### src/rtl/alu_op_sequencer.sv
// Control-step sequencer for the bus-based datapath: fetch (T0-T2) plus execute
// steps for register-register, register-unary and wide (HI/LO) ALU instructions.
module alu_op_sequencer #(
    parameter int unsigned DATA_W     = 32,
    parameter int unsigned REG_ADDR_W = 4,
    parameter int unsigned NUM_REGS   = 16,
    parameter int unsigned OPCODE_W   = 5,
    parameter int unsigned ALU_OP_W   = 4
) (
    input  logic                  clock,
    input  logic                  clear,
    input  logic                  start,
    input  logic [DATA_W-1:0]     ir_q,
    input  logic                  mem_ready,
    input  logic                  alu_done,
    output logic                  PCout,
    output logic                  IncPC,
    output logic                  MARin,
    output logic                  Zin,
    output logic                  Zlowout,
    output logic                  Zhighout,
    output logic                  Read,
    output logic                  MDRin,
    output logic                  MDRout,
    output logic                  IRin,
    output logic                  Yin,
    output logic                  HIin,
    output logic                  LOin,
    output logic [NUM_REGS-1:0]   rin,
    output logic [NUM_REGS-1:0]   rout,
    output logic [ALU_OP_W-1:0]   alu_op,
    output logic                  busy,
    output logic                  done,
    output logic                  illegal
);

    localparam int unsigned RA_LSB = DATA_W - OPCODE_W - REG_ADDR_W;
    localparam int unsigned RB_LSB = RA_LSB - REG_ADDR_W;
    localparam int unsigned RC_LSB = RB_LSB - REG_ADDR_W;
    localparam int unsigned CTRL_W = 13;

    localparam int unsigned C_PCOUT  = 0;
    localparam int unsigned C_INCPC  = 1;
    localparam int unsigned C_MARIN  = 2;
    localparam int unsigned C_ZIN    = 3;
    localparam int unsigned C_ZLOW   = 4;
    localparam int unsigned C_ZHIGH  = 5;
    localparam int unsigned C_READ   = 6;
    localparam int unsigned C_MDRIN  = 7;
    localparam int unsigned C_MDROUT = 8;
    localparam int unsigned C_IRIN   = 9;
    localparam int unsigned C_YIN    = 10;
    localparam int unsigned C_HIIN   = 11;
    localparam int unsigned C_LOIN   = 12;

    typedef enum logic [3:0] {
        S_IDLE, S_T0, S_T1, S_T2, S_T3, S_T4, S_T5, S_T6, S_DONE
    } state_e;

    typedef enum logic [1:0] {K_BIN, K_WIDE, K_UNARY, K_ILL} kind_e;

    state_e                state_q, state_d;
    kind_e                 kind_q, kind_d, dec_kind;
    logic [REG_ADDR_W-1:0] ra_q, ra_d, rb_q, rb_d, rc_q, rc_d;
    logic [ALU_OP_W-1:0]   alu_op_q, alu_op_d, dec_alu_op;
    logic [CTRL_W-1:0]     ctrl_q, ctrl_d;
    logic [NUM_REGS-1:0]   rin_q, rin_d, rout_q, rout_d;
    logic                  busy_q, busy_d, done_q, done_d, illegal_q, illegal_d;
    logic [OPCODE_W-1:0]   opcode;
    logic                  ir_unused;

    assign ir_unused = ^ir_q[RC_LSB-1:0];

    function automatic logic [NUM_REGS-1:0] onehot(input logic [REG_ADDR_W-1:0] idx);
        onehot      = '0;
        onehot[idx] = 1'b1;
    endfunction

    // Opcode class and encoded ALU operation
    always_comb begin
        opcode     = ir_q[DATA_W-1 -: OPCODE_W];
        dec_kind   = K_ILL;
        dec_alu_op = '0;
        if (opcode <= OPCODE_W'(7)) begin
            dec_kind   = K_BIN;
            dec_alu_op = ALU_OP_W'(opcode[3:0]);
        end else if (opcode == OPCODE_W'(15)) begin
            dec_kind   = K_WIDE;
            dec_alu_op = ALU_OP_W'(4'hF);
        end else if (opcode == OPCODE_W'(16)) begin
            dec_kind   = K_WIDE;
            dec_alu_op = ALU_OP_W'(4'hE);
        end else if (opcode == OPCODE_W'(17)) begin
            dec_kind   = K_UNARY;
            dec_alu_op = ALU_OP_W'(4'hD);
        end else if (opcode == OPCODE_W'(18)) begin
            dec_kind   = K_UNARY;
            dec_alu_op = ALU_OP_W'(4'hC);
        end
    end

    // Next state, operand latches, and next-cycle outputs decoded from the next state
    always_comb begin
        state_d   = state_q;
        kind_d    = kind_q;
        ra_d      = ra_q;
        rb_d      = rb_q;
        rc_d      = rc_q;
        alu_op_d  = alu_op_q;
        illegal_d = 1'b0;
        ctrl_d    = '0;
        rin_d     = '0;
        rout_d    = '0;

        case (state_q)
            S_IDLE: if (start) state_d = S_T0;
            S_T0:   state_d = S_T1;
            S_T1:   if (mem_ready) state_d = S_T2;
            S_T2: begin
                if (dec_kind == K_ILL) begin
                    state_d   = S_IDLE;
                    illegal_d = 1'b1;
                end else begin
                    state_d  = (dec_kind == K_UNARY) ? S_T4 : S_T3;
                    kind_d   = dec_kind;
                    ra_d     = ir_q[RA_LSB +: REG_ADDR_W];
                    rb_d     = ir_q[RB_LSB +: REG_ADDR_W];
                    rc_d     = ir_q[RC_LSB +: REG_ADDR_W];
                    alu_op_d = dec_alu_op;
                end
            end
            S_T3:   state_d = S_T4;
            S_T4:   if (kind_q != K_WIDE || alu_done) state_d = S_T5;
            S_T5:   state_d = (kind_q == K_WIDE) ? S_T6 : S_DONE;
            S_T6:   state_d = S_DONE;
            S_DONE: state_d = S_IDLE;
            default: state_d = S_IDLE;
        endcase

        case (state_d)
            S_T0: begin
                ctrl_d[C_PCOUT] = 1'b1;
                ctrl_d[C_INCPC] = 1'b1;
                ctrl_d[C_ZIN]   = 1'b1;
                ctrl_d[C_MARIN] = 1'b1;
            end
            S_T1: begin
                ctrl_d[C_ZLOW]  = 1'b1;
                ctrl_d[C_READ]  = 1'b1;
                ctrl_d[C_MDRIN] = 1'b1;
            end
            S_T2: begin
                ctrl_d[C_MDROUT] = 1'b1;
                ctrl_d[C_IRIN]   = 1'b1;
            end
            S_T3: begin
                ctrl_d[C_YIN] = 1'b1;
                rout_d        = onehot(rb_d);
            end
            S_T4: begin
                ctrl_d[C_ZIN] = 1'b1;
                rout_d        = onehot((kind_d == K_UNARY) ? rb_d : rc_d);
            end
            S_T5: begin
                ctrl_d[C_ZLOW] = 1'b1;
                if (kind_d == K_WIDE) ctrl_d[C_LOIN] = 1'b1;
                else                  rin_d          = onehot(ra_d);
            end
            S_T6: begin
                ctrl_d[C_ZHIGH] = 1'b1;
                ctrl_d[C_HIIN]  = 1'b1;
            end
            default: ;
        endcase

        busy_d = (state_d != S_IDLE);
        done_d = (state_d == S_DONE);
    end

    always_ff @(posedge clock) begin
        if (clear) begin
            state_q   <= S_IDLE;
            kind_q    <= K_BIN;
            ra_q      <= '0;
            rb_q      <= '0;
            rc_q      <= '0;
            alu_op_q  <= '0;
            ctrl_q    <= '0;
            rin_q     <= '0;
            rout_q    <= '0;
            busy_q    <= 1'b0;
            done_q    <= 1'b0;
            illegal_q <= 1'b0;
        end else begin
            state_q   <= state_d;
            kind_q    <= kind_d;
            ra_q      <= ra_d;
            rb_q      <= rb_d;
            rc_q      <= rc_d;
            alu_op_q  <= alu_op_d;
            ctrl_q    <= ctrl_d;
            rin_q     <= rin_d;
            rout_q    <= rout_d;
            busy_q    <= busy_d;
            done_q    <= done_d;
            illegal_q <= illegal_d;
        end
    end

    assign PCout    = ctrl_q[C_PCOUT];
    assign IncPC    = ctrl_q[C_INCPC];
    assign MARin    = ctrl_q[C_MARIN];
    assign Zin      = ctrl_q[C_ZIN];
    assign Zlowout  = ctrl_q[C_ZLOW];
    assign Zhighout = ctrl_q[C_ZHIGH];
    assign Read     = ctrl_q[C_READ];
    assign MDRin    = ctrl_q[C_MDRIN];
    assign MDRout   = ctrl_q[C_MDROUT];
    assign IRin     = ctrl_q[C_IRIN];
    assign Yin      = ctrl_q[C_YIN];
    assign HIin     = ctrl_q[C_HIIN];
    assign LOin     = ctrl_q[C_LOIN];
    assign rin      = rin_q;
    assign rout     = rout_q;
    assign alu_op   = alu_op_q;
    assign busy     = busy_q;
    assign done     = done_q;
    assign illegal  = illegal_q;

endmodule

### config.mk
export PLATFORM = sky130hd
export DESIGN_NAME = alu_op_sequencer
export DESIGN_NICKNAME = d
export VERILOG_FILES = /design/src/rtl/alu_op_sequencer.sv
export SDC_FILE = /design/constraint.sdc
export NUM_CORES = 1
export LEC_CHECK = 0
export ABC_AREA = 0
export CORE_UTILIZATION = 25
export CTS_CLUSTER_SIZE = 20
export DETAILED_ROUTE_END_ITERATION = 16
export PLACE_DENSITY = 0.51
export SLEW_MARGIN = 20
export SYNTH_ARGS = -nofsm -noshare
export SYNTH_HDL_FRONTEND = slang
export SYNTH_SLANG_ARGS = --single-unit
### constraint.sdc
create_clock -name clock -period 3.4 [get_ports clock]
set_input_delay 0.68 -clock clock [delete_from_list [all_inputs] [get_ports clock]]
set_output_delay 0.68 -clock clock [all_outputs]
set_load 0.05 [all_outputs]
==> GITHUB_STEP_SUMMARY, run 1 <==
## Implementation flow summary

| Metric | Value |
|---|---|
| Run status | finished with violations |
| Failing checks | DRC |
| Cell area leaders | dfxtp_1 44%, nand2_1 6.5%, o31ai_1 4.5% |
| GR peak layer | met2 |
| Worst-path fanout max | 17 |
| Reg-to-Reg Start | state_q[1] |
| DR DRC count | 6 |
| Top cell excl fill/tap | clkdlybuf4s50_1 |
| CP top delay family | AND-OR/OR-AND gates |
| Pin count of the biggest net entering global routing | 23 |
| Metal2 WL | 3580 µm |
| Seq share, synth | 0.436 |
| Post-Synthesis Cells | between 300 and 400 |
| Chip area | 12400 µm² |
| Reg2reg end | rout[14] |
| Cell with the most instances after synthesis | dfxtp_1 |
| Compound Share, Synth | 0.201 |
| First-pass GRT wire length | 12200 µm |
| Tapcells | 143 |
| Post-CTS Resized | 0 |
| Wire per inst | 13.6 µm |
| Post-synth ARST share | 0 |
| Max Clock Skew | 0.00540 ns |
| Cell Type Count | 53 |
| Synth flops | between 60 and 70 |
| Adder Share, Synth | 0 |
| Initial antenna violation count | 0 |
| Clock root buffer | clkbuf_16 |
| CP max stage delay | 0.72 ns |
| #MultiIn Comb | around 240 |
| Grt met1 use | 0.161 |
| CP startpoint | ir_q[29] |
| Hold Vio Cnt, Final | 0 |
| Switching share of power | 0.262 |
| Most frequent cells in the layout | 73 x clkdlybuf4s50_1, 65 x dfxtp_1, 52 x nand2_1 |
| Logic area | 1520 µm² |
| Post-synth top cells | 65 x dfxtp_1, 52 x nand2_1, 33 x nor2_1 |
| Post-synth top area cell | dfxtp_1 |
| Filler instances | between 1k and 1.5k |
| WL final | 7650 µm |
| Final setup viols | 0 |
| Metal-1 WL | 3570 µm |
| Via density | 4.68 |
| EDFF count, synth | 0 |
| Max-slew violation count | 0 |
| Uppermost layer routed | met4 |
| Yosys stat area | 2990 µm² |
| Hold path start | alu_op[0] |
| Relative slew slack | 0.427 |
| DRT iter0 DRCs | 112 |
| Critical path, cell by cell | clkdlybuf4s50_1 -> and4b_1 -> o31ai_4 -> buf_4 -> nand3_1 -> o311ai_1 -> o211ai_2 -> o31ai_1 |
| Gate power share | 0.117 |
| Share of cells above drive strength 1 | 0.143 |
| Tcrit/Tclk final | 0.868 |
| Fmax | between 300 and 400 MHz |
| Number of logged tool warnings | 41 |
| Cell count of the worst reg-to-reg path | 6 |
| Global-route total usage across every layer | 0.128 |
| Leak Pwr | 1.45 nW |
| Total power | 1.83 mW |
| Met3 Resource Use GR | 0.0279 |
| RSZ-0062 raised after global routing | false |
| Overflow left after global routing | 0 |
| Clock buffers | 9 |
| Post-synthesis net count | 368 |
| Clock Tree Buf Depth | 2 |
| Hold Slack | 0.450 ns |
| Top pwr grp | clock |
==> run_1/class_map.png <==
Scale: 2 px per µm.
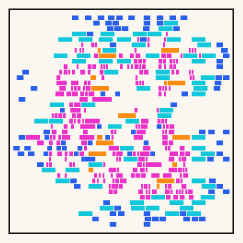
Key: cyan = registers [cells 65, share of their area 32%]; magenta = remaining logic cells [cells 245, share of their area 39%]; blue = remaining buffers and delay cells [cells 93, share of their area 22%]; orange = clock drivers and dummy loads [cells 16, share of their area 6.8%]
post-route cell area: 4200 µm²
flop share of the area: 0.310
Cell Rows: 39

==> run_1/clock_nets.png <==
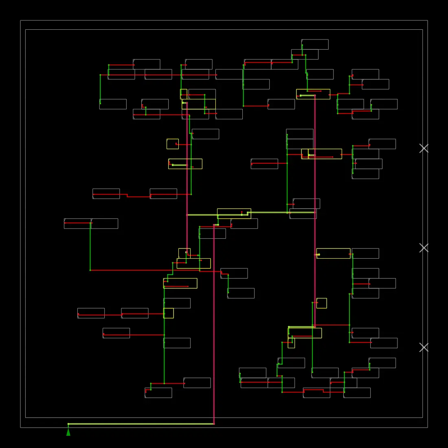
clock-net power: 0.830 mW
TritonCTS Sinks: 65
Num CTS Buffers: 9
clock latency on the worst-skew pair: 0.33 ns
Flop Count: 65

==> run_1/pinout.png <==
Scale: 3 px per µm. Pins as bars across the die edge, other pins in grey.
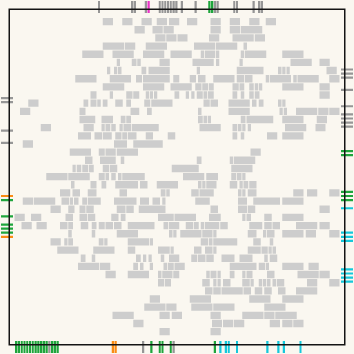
Key: green = ir_q [pins 32, direction input, edge 20 south, 5 east, 5 west, 2 north]; magenta = MDRout [pins 1, direction output, edge north]; orange = alu_op [pins 4, direction output, edge 2 south, 2 west]; cyan = rout [pins 16, direction output, edge 8 east, 8 south]
All pins by edge: 33 south, 23 north, 22 east, 11 west.
Die Ht: 111 µm
port buffer count: 73

==> run 2, diff against run 1 <==
Settings changed: CTS_CLUSTER_SIZE 20 to not set.
==> run_2/util_map.png <==
Scale: 3 px per µm. 11 x 11 tiles, from black (low) to pale yellow (high), 0 to 100% covered.
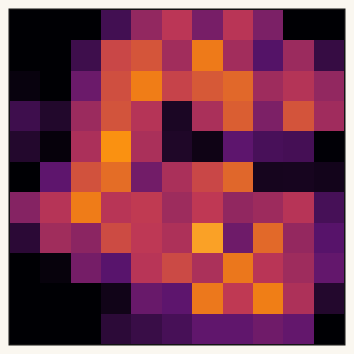
The fullest tile reaches 80%. 17% of the tiles are nearly empty. The mean over all tiles is 32%.

==> run 2 against run 1 <==
  * The flow still finishes with violations (DRC)
  * Synthesized cell count did not move
  * Clock power is essentially flat
  * Worst setup slack stayed put
  * Non-clock buffer count unchanged
  * Critical path depth is the same
  * Register-to-register slack about the same
  * Wire length is the same
  * Sequential share of layout area unchanged
  * Fmax stayed put
  * Flip-flop count is the same
  * Hold slack did not move
  * Largest cell class unchanged
  * Largest power group unchanged
  * Highest routed layer unchanged
==> GITHUB_STEP_SUMMARY, run 2 <==
## Implementation flow summary

| Metric | Value |
|---|---|
| Run status | finished with violations (unchanged) |
| Failing checks | DRC (unchanged) |
| Post-route cell area | 4200 µm² (unchanged) |
| #MultiIn Comb | 237 (unchanged) |
| Top cell excl fill/tap | clkdlybuf4s50_1 (unchanged) |
| Number of logged tool warnings | 41 (unchanged) |
| Max Clock Skew | 0.00540 ns (unchanged) |
| CP startpoint | ir_q[29] (unchanged) |
| RD Place Congestion | 0.798 (unchanged) |
| Clock buffers | 9 (unchanged) |
| Max-slew violation count | 0 (unchanged) |
| CP top delay family | AND-OR/OR-AND gates (unchanged) |
| DR DRC count | 6 (unchanged) |
| Cell with the most instances after synthesis | dfxtp_1 (unchanged) |
| Relative slew slack | 0.427 (unchanged) |
| Initial antenna violation count | 0 (unchanged) |
| Final setup viols | 0 (unchanged) |
| Hold Vio Cnt, Final | 0 (unchanged) |
| GR peak layer | met2 (unchanged) |
| Port buffer count | 73 (unchanged) |
| Post-synthesis net count | 368 (unchanged) |
| Flop Count | 65 (unchanged) |
| Met3 Resource Use GR | 0.0279 (unchanged) |
| Post-CTS Resized | 0 (unchanged) |
| First-pass GRT wire length | 12200 µm (unchanged) |
| CP max stage delay | 0.72 ns (about the same) |
| Switching share of power | 0.262 (unchanged) |
| Cell Rows | 39 (unchanged) |
| Top pwr grp | clock (unchanged) |
| Filler instances | 1200 (unchanged) |
| Post-synth ARST share | 0 (unchanged) |
| Total power | 1.83 mW (unchanged) |
| Most frequent cells in the layout | 73 x clkdlybuf4s50_1, 65 x dfxtp_1, 52 x nand2_1 (unchanged) |
| Die Ht | 111 µm (unchanged) |
| Reg2reg end | rout[14] (unchanged) |
| Grt met1 use | 0.161 (unchanged) |
| Pin count of the biggest net entering global routing | 23 (unchanged) |
| Post-synth top area cell | dfxtp_1 (unchanged) |
| Cell area leaders | dfxtp_1 44%, nand2_1 6.5%, o31ai_1 4.5% (unchanged) |
| Reg-to-Reg Start | state_q[1] (unchanged) |
| Post-synth top cells | 65 x dfxtp_1, 52 x nand2_1, 33 x nor2_1 (unchanged) |
| Synth flops | 65 (unchanged) |
| Cell count of the worst reg-to-reg path | 6 (unchanged) |
| Clock latency on the worst-skew pair | 0.33 ns (about the same) |
| Post-Synthesis Cells | 331 (unchanged) |
| Yosys stat area | 2990 µm² (unchanged) |
| Tapcells | 143 (unchanged) |
| Metal2 WL | 3580 µm (unchanged) |
| Flop share of the area | 0.310 (unchanged) |
| Clock root buffer | clkbuf_16 (unchanged) |
| Adder Share, Synth | 0 (unchanged) |
| Clock-net power | 0.830 mW (about the same) |
| Share of cells above drive strength 1 | 0.143 (unchanged) |
| Wire per inst | 13.6 µm (unchanged) |
| Fmax | 339 MHz (unchanged) |
| Uppermost layer routed | met4 (unchanged) |
| Overflow left after global routing | 0 (unchanged) |
| Nets | 451 (unchanged) |
| Tcrit/Tclk final | 0.868 (unchanged) |
| EDFF count, synth | 0 (unchanged) |
| Chip area | 12400 µm² (unchanged) |
| Hold path start | alu_op[0] (unchanged) |
| Global-route total usage across every layer | 0.128 (unchanged) |
| Num CTS Buffers | 9 (unchanged) |
| Flip-flop and latch area | 1300 µm² (unchanged) |
| Compound Share, Synth | 0.201 (unchanged) |
| Via density | 4.68 (unchanged) |
| WL final | 7650 µm (unchanged) |
| Clock Tree Buf Depth | 2 (unchanged) |
| Gate power share | 0.117 (about the same) |
No activity file was given, so power comes from the tool's default toggle rates.
